Fig. 1: met1 routing
Scale bar: 20 µm.
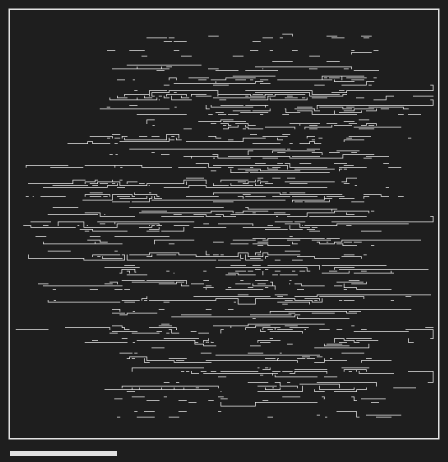
Fig. 2: wire density map
Scale bar: 20 µm. The die is cut into 16 by 16 equal tiles; black is low, pale yellow is high, scaled to the fullest tile. Values are wire area over tile area, all layers added.
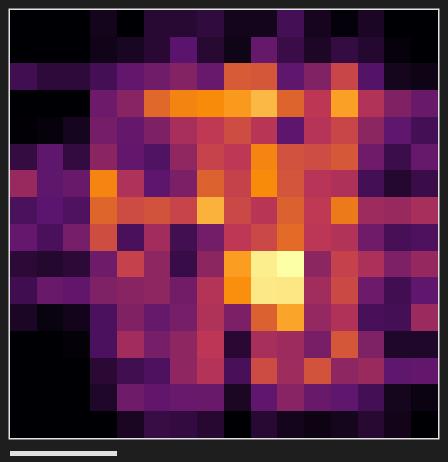
Fig. 3: routing congestion map
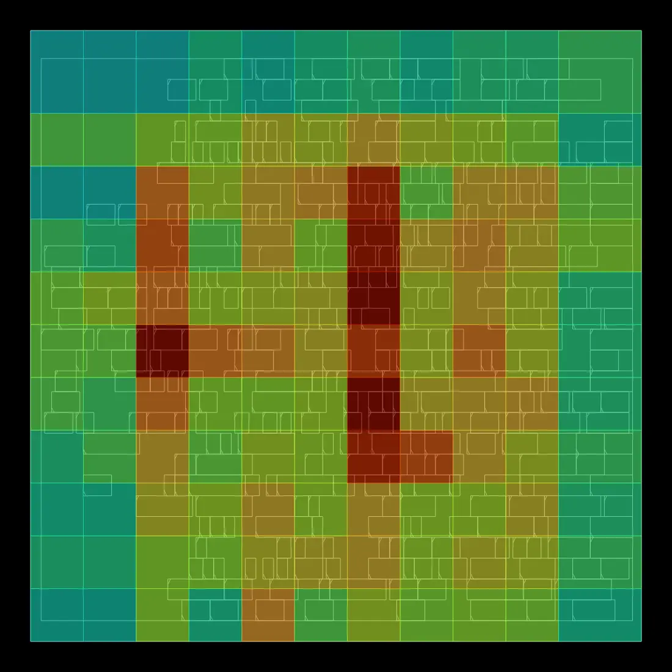
File: src/rtl/tick_pkg.sv
// Purpose: shared constants, session FSM encoding and result clamp for tick_session_ctrl.
// Latency: n/a (declarations only).
// Backpressure: n/a.
package tick_pkg;

  localparam int unsigned CLK_F     = 25000000;
  localparam int unsigned MAX_TICKS = 96000;
  localparam int unsigned TICK_W    = 17;

  // Session FSM encoding, kept as plain vector constants for legacy tools
  typedef logic [1:0] state_t;
  localparam state_t ST_IDLE   = 2'd0;
  localparam state_t ST_RUN    = 2'd1;
  localparam state_t ST_STOP   = 2'd2;
  localparam state_t ST_REPORT = 2'd3;

  // Session result: capped at the stop-at target, a zero target means no cap
  function automatic logic [TICK_W-1:0] clamp_ticks(input logic [TICK_W-1:0] ticks,
                                                    input logic [TICK_W-1:0] tgt);
    logic [TICK_W-1:0] result;
    result = ticks;
    if ((tgt != '0) && (ticks > tgt)) begin
      result = tgt;
    end
    return result;
  endfunction

endpackage

File: src/rtl/btn_debouncer.sv
// Purpose: 2-flop synchronizer plus optional stable-time filter for the push-button (TICK_SESSION_DEBOUNCE_EN).
// Latency: 2 clocks without the filter, 2 + DEB_CYCLES clocks with it.
// Backpressure: none; free-running level path.
module btn_debouncer #(
  parameter int unsigned DEB_CYCLES = 250000
) (
  input  logic clk,
  input  logic rst_n,
  input  logic btn_i,
  output logic btn_clean_o
);

  logic sync1_q;
  logic sync2_q;

  // Two-flop synchronizer for the asynchronous button level
  always_ff @(posedge clk) begin
    if (!rst_n) begin
      sync1_q <= 1'b0;
      sync2_q <= 1'b0;
    end else begin
      sync1_q <= btn_i;
      sync2_q <= sync1_q;
    end
  end

`ifdef TICK_SESSION_DEBOUNCE_EN
  localparam int unsigned CNT_W = (DEB_CYCLES > 1) ? $clog2(DEB_CYCLES) : 1;
  localparam logic [CNT_W-1:0] CNT_LAST = CNT_W'(DEB_CYCLES - 1);

  logic [CNT_W-1:0] cnt_q;
  logic [CNT_W-1:0] cnt_d;
  logic             clean_q;
  logic             clean_d;

  // Count consecutive clocks the synchronized level disagrees with the clean level;
  // any agreement restarts the count, so only a level held DEB_CYCLES clocks gets through
  always_comb begin
    cnt_d   = '0;
    clean_d = clean_q;
    if (sync2_q != clean_q) begin
      if (cnt_q == CNT_LAST) begin
        clean_d = sync2_q;
      end else begin
        cnt_d = cnt_q + 1'b1;
      end
    end
  end

  // Filter state registers
  always_ff @(posedge clk) begin
    if (!rst_n) begin
      cnt_q   <= '0;
      clean_q <= 1'b0;
    end else begin
      cnt_q   <= cnt_d;
      clean_q <= clean_d;
    end
  end

  assign btn_clean_o = clean_q;
`else
  assign btn_clean_o = sync2_q;
`endif

endmodule

File: src/rtl/tick_session_ctrl.sv
// Purpose: button-driven tick session controller (start, stop on target/saturation/release, report); TICK_SESSION_DEBOUNCE_EN enables the button filter.
// Latency: gen_start rises 1 clock after a clean press edge; res_valid rises 2 clocks after the ending condition.
// Backpressure: result is held in REPORT until res_valid && res_ready; the button is ignored meanwhile.
module tick_session_ctrl #(
  parameter int unsigned CLK_F      = tick_pkg::CLK_F,
  parameter int unsigned MAX_TICKS  = tick_pkg::MAX_TICKS,
  parameter int unsigned DEB_CYCLES = CLK_F / 100
) (
  input  logic                        clk,
  input  logic                        rst_n,
  input  logic                        btn,
  input  logic [tick_pkg::TICK_W-1:0] target,
  input  logic [tick_pkg::TICK_W-1:0] gen_ticks,
  output logic                        gen_start,
  output logic [tick_pkg::TICK_W-1:0] res_ticks,
  output logic                        res_valid,
  input  logic                        res_ready,
  output logic                        busy,
  output logic                        overflow
);

  import tick_pkg::*;

  localparam logic [TICK_W-1:0] MAX_T = TICK_W'(MAX_TICKS);

  logic              btn_clean;
  logic              btn_prev_q;
  logic              btn_rise;
  logic              btn_fall;

  state_t            state_q;
  state_t            state_d;
  logic [TICK_W-1:0] tgt_q;
  logic [TICK_W-1:0] tgt_d;
  logic              gen_start_q;
  logic              gen_start_d;
  logic [TICK_W-1:0] res_ticks_q;
  logic [TICK_W-1:0] res_ticks_d;
  logic              res_valid_q;
  logic              res_valid_d;
  logic              overflow_q;
  logic              overflow_d;

  logic              end_tgt;
  logic              end_sat;
  logic              end_rel;

  btn_debouncer #(
    .DEB_CYCLES (DEB_CYCLES)
  ) u_btn_debouncer (
    .clk         (clk),
    .rst_n       (rst_n),
    .btn_i       (btn),
    .btn_clean_o (btn_clean)
  );

  assign btn_rise = btn_clean & ~btn_prev_q;
  assign btn_fall = ~btn_clean & btn_prev_q;

  // Ending conditions; the target test wins over saturation, which wins over release.
  // A target above MAX_TICKS is never reached, so saturation ends that session.
  assign end_tgt = (tgt_q != '0) && (gen_ticks >= tgt_q);
  assign end_sat = (gen_ticks == MAX_T);
  assign end_rel = btn_fall;

  // Session FSM next-state and output-register logic
  always_comb begin
    state_d     = state_q;
    tgt_d       = tgt_q;
    gen_start_d = gen_start_q;
    res_ticks_d = res_ticks_q;
    res_valid_d = res_valid_q;
    overflow_d  = overflow_q;
    case (state_q)
      ST_IDLE: begin
        if (btn_rise) begin
          tgt_d       = target;
          gen_start_d = 1'b1;
          state_d     = ST_RUN;
        end
      end
      ST_RUN: begin
        if (end_tgt || end_sat || end_rel) begin
          res_ticks_d = clamp_ticks(gen_ticks, tgt_q);
          overflow_d  = !end_tgt && end_sat;
          gen_start_d = 1'b0;
          state_d     = ST_STOP;
        end
      end
      ST_STOP: begin
        res_valid_d = 1'b1;
        state_d     = ST_REPORT;
      end
      ST_REPORT: begin
        if (res_ready) begin
          res_valid_d = 1'b0;
          state_d     = ST_IDLE;
        end
      end
      default: begin
        gen_start_d = 1'b0;
        res_valid_d = 1'b0;
        state_d     = ST_IDLE;
      end
    endcase
  end

  // State registers; reset discards any session in progress
  always_ff @(posedge clk) begin
    if (!rst_n) begin
      state_q     <= ST_IDLE;
      tgt_q       <= '0;
      gen_start_q <= 1'b0;
      res_ticks_q <= '0;
      res_valid_q <= 1'b0;
      overflow_q  <= 1'b0;
      btn_prev_q  <= 1'b0;
    end else begin
      state_q     <= state_d;
      tgt_q       <= tgt_d;
      gen_start_q <= gen_start_d;
      res_ticks_q <= res_ticks_d;
      res_valid_q <= res_valid_d;
      overflow_q  <= overflow_d;
      btn_prev_q  <= btn_clean;
    end
  end

  assign gen_start = gen_start_q;
  assign res_ticks = res_ticks_q;
  assign res_valid = res_valid_q;
  assign overflow  = overflow_q;
  assign busy      = (state_q != ST_IDLE);

endmodule
File: config.mk
export PLATFORM = sky130hd
export DESIGN_NAME = tick_session_ctrl
export DESIGN_NICKNAME = d
export VERILOG_FILES = /design/src/rtl/tick_pkg.sv /design/src/rtl/btn_debouncer.sv /design/src/rtl/tick_session_ctrl.sv
export SDC_FILE = /design/constraint.sdc
export NUM_CORES = 1
export LEC_CHECK = 0
export CAP_MARGIN = 40
export CORE_UTILIZATION = 40
export CTS_CLUSTER_SIZE = 28
export DETAILED_ROUTE_END_ITERATION = 16
export GPL_TIMING_DRIVEN = 1
export PLACE_DENSITY = 0.67
export SYNTH_ARGS = -nofsm -noshare
export SYNTH_HDL_FRONTEND = slang
export SYNTH_SLANG_ARGS = --single-unit
File: constraint.sdc
create_clock -name clk -period 3.1 [get_ports clk]
set_input_delay 0.31 -clock clk [delete_from_list [all_inputs] [get_ports clk]]
set_output_delay 0.31 -clock clk [all_outputs]
set_load 0.1 [all_outputs]
==> out/metrics.cfg <==
[status]
run_status = finished, final reports clean

[grt]
first_global_vias = 2090
grtUsageTotal_pct = 19.9
grt_first_pass_wirelength_um = 9690

[final_timing]
finClkSkew_ns = 0.00545
setup_viol = 0
rsz_0062_raised_after_global_routing = false

[pwr]
p_comb_mw = 1.37
swShare_pct = 45.5
combinationalPowerShare_pct = 57.1
p_per_area_nw_per_um2 = 697
finalPower_mw = 2.40

[routing]
post_drt_via_cell_ratio = 5.21
wirelength_um = 5890

[clock_tree]
postCtsHoldBufs = 0
clock_tree.buffer_depth = 2
ctsHtreeMaxLevel = 2
worst_setup_hold_path_clk_slew_ns = 0.08
cts_root_buffer = sky130_fd_sc_hd__clkbuf_8
clk_latency_worst_skew_pair_ns = 0.30

[logic_synthesis]
synthesis.yosys.warnings = 0
synth_cells = 276
top_area_cell_type_share_of_the_netlist_area_pct = 34.7

[run]
max_cap_viol_count = 0

[floorplanning]
floorplan.die.width_um = 79.8
design.core.area_um2 = 5680

[worst_setup_path]
worstReg2RegEnd = res_ticks[1]
critical-path-top-cell-by-count = sky130_fd_sc_hd__a211oi_2
critical_path.n_buffers_inverters = 2
critical_path_peak_fanout = 17

[layout]
num-nets-final = 412
syn2layout_area_growth_pct = 41.8
antenna_cells = 0

Notes on Fig. 1 above:
- share of all routed wire: 48%
- wire length on this layer: 2820 µm
- longest straight run: 29.0 µm
- main direction: horizontal

Notes on Fig. 2 above:
- mean over tiles: 0.15
- tiles over half the peak: 20%
- nearly empty tiles: 13%
- densest ninth of the die: centre
- fullest tile: 0.49

Notes on Fig. 3 above:
Avg WL per Cell: 13.8 µm
met2 GRT Util: 32.4%
GR Layer Usage met3: 4.46%

[layout by cell type, fill, tap and decap left out, types with 5 or more instances in the layout]
master and count:
sky130_fd_sc_hd__a211oi_2 10, sky130_fd_sc_hd__ha_1 21, sky130_fd_sc_hd__nand4_1 6, sky130_fd_sc_hd__mux2i_1 19, sky130_fd_sc_hd__inv_1 22, sky130_fd_sc_hd__clkbuf_8 5, sky130_fd_sc_hd__nand2_1 44, sky130_fd_sc_hd__a21oi_1 43
sky130_fd_sc_hd__nor4_1 5, sky130_fd_sc_hd__buf_4 5, sky130_fd_sc_hd__clkdlybuf4s50_1 57, sky130_fd_sc_hd__a211oi_1 8, sky130_fd_sc_hd__buf_8 20, sky130_fd_sc_hd__dfxtp_1 42, sky130_fd_sc_hd__o21ai_0 5
[sequential cells by signal, summed over array words and instances (netlist names)]
| register | count |
|---|---|
| tgt_q | 17 |
| overflow | 1 |
| state_q | 2 |
| gen_start | 1 |
| u_btn_debouncer.sync1_q | 1 |
| btn_prev_q | 1 |
| res_valid | 1 |
| res_ticks | 17 |
| u_btn_debouncer.btn_clean_o | 1 |
[cell usage after synthesis (2+ instances only)]
master                     number
sky130_fd_sc_hd__nor4_1         5
sky130_fd_sc_hd__inv_1         22
sky130_fd_sc_hd__and4_1         2
sky130_fd_sc_hd__a21o_1         2
sky130_fd_sc_hd__ha_1          21
sky130_fd_sc_hd__a21oi_1       43
sky130_fd_sc_hd__o21ai_0        5
sky130_fd_sc_hd__mux2i_1       19
sky130_fd_sc_hd__and2_1         3
sky130_fd_sc_hd__clkbuf_1       7
sky130_fd_sc_hd__and3_1         2
sky130_fd_sc_hd__nor2_1         4
sky130_fd_sc_hd__a211oi_1       8
sky130_fd_sc_hd__nand2_1       44
sky130_fd_sc_hd__nand3_1        3
sky130_fd_sc_hd__nand4_1        6
sky130_fd_sc_hd__dfxtp_1       42
sky130_fd_sc_hd__nor3_1         3
sky130_fd_sc_hd__buf_6          2
sky130_fd_sc_hd__a211oi_2      10
sky130_fd_sc_hd__or3_1          2
[per-layer routing]
metal	vias up	part of all wire (%)	GRT usage, %
met3	8	5.3	4.46
met2	61	45	32.4
met4	0	1.4	5.89
met1	1013	48	26.0
met5	-	0	0
li1	1138	-	-
[cells by family after synthesis]
kind of cell	share of synthesized area, %
buffers and inverters	7.54
adder cells (fa/ha/maj)	10.8
AND-OR/OR-AND	23.3
flip-flops	34.7
AND/OR/NAND/NOR	15.8
multiplexers	7.85
[area by class of cell]
cell class,instances,area [µm²]
Fill cell,501,2240
Clock buffer,5,68.8
Sequential cell,42,841
Clock inverter,3,21.3
Tap cell,72,90.1
Inverter,23,86.3
Timing Repair Buffer,83,928
Multi-Input combinational cell,198,1400
[worst register-to-register path: cells and delay by family, from the launching register on]
family	cells	cell delay, ns
adder cells (fa/ha/maj)	1	0.31
multiplexers	1	0.29
AND/OR/NAND/NOR	3	0.63
AND-OR/OR-AND	2	0.38
flip-flops	1	0.39
buffers and inverters	2	0.31
[stage by stage]
step	utilization [%]	instance area (µm²)	setup slack, ns
floorplan	-	2420	0.878
global placement	53.6	3040	0.354
detailed placement	58.9	3340	0.349
CTS	60.5	3430	0.636
global route	60.5	3430	0.519
finish	60.5	3430	0.586
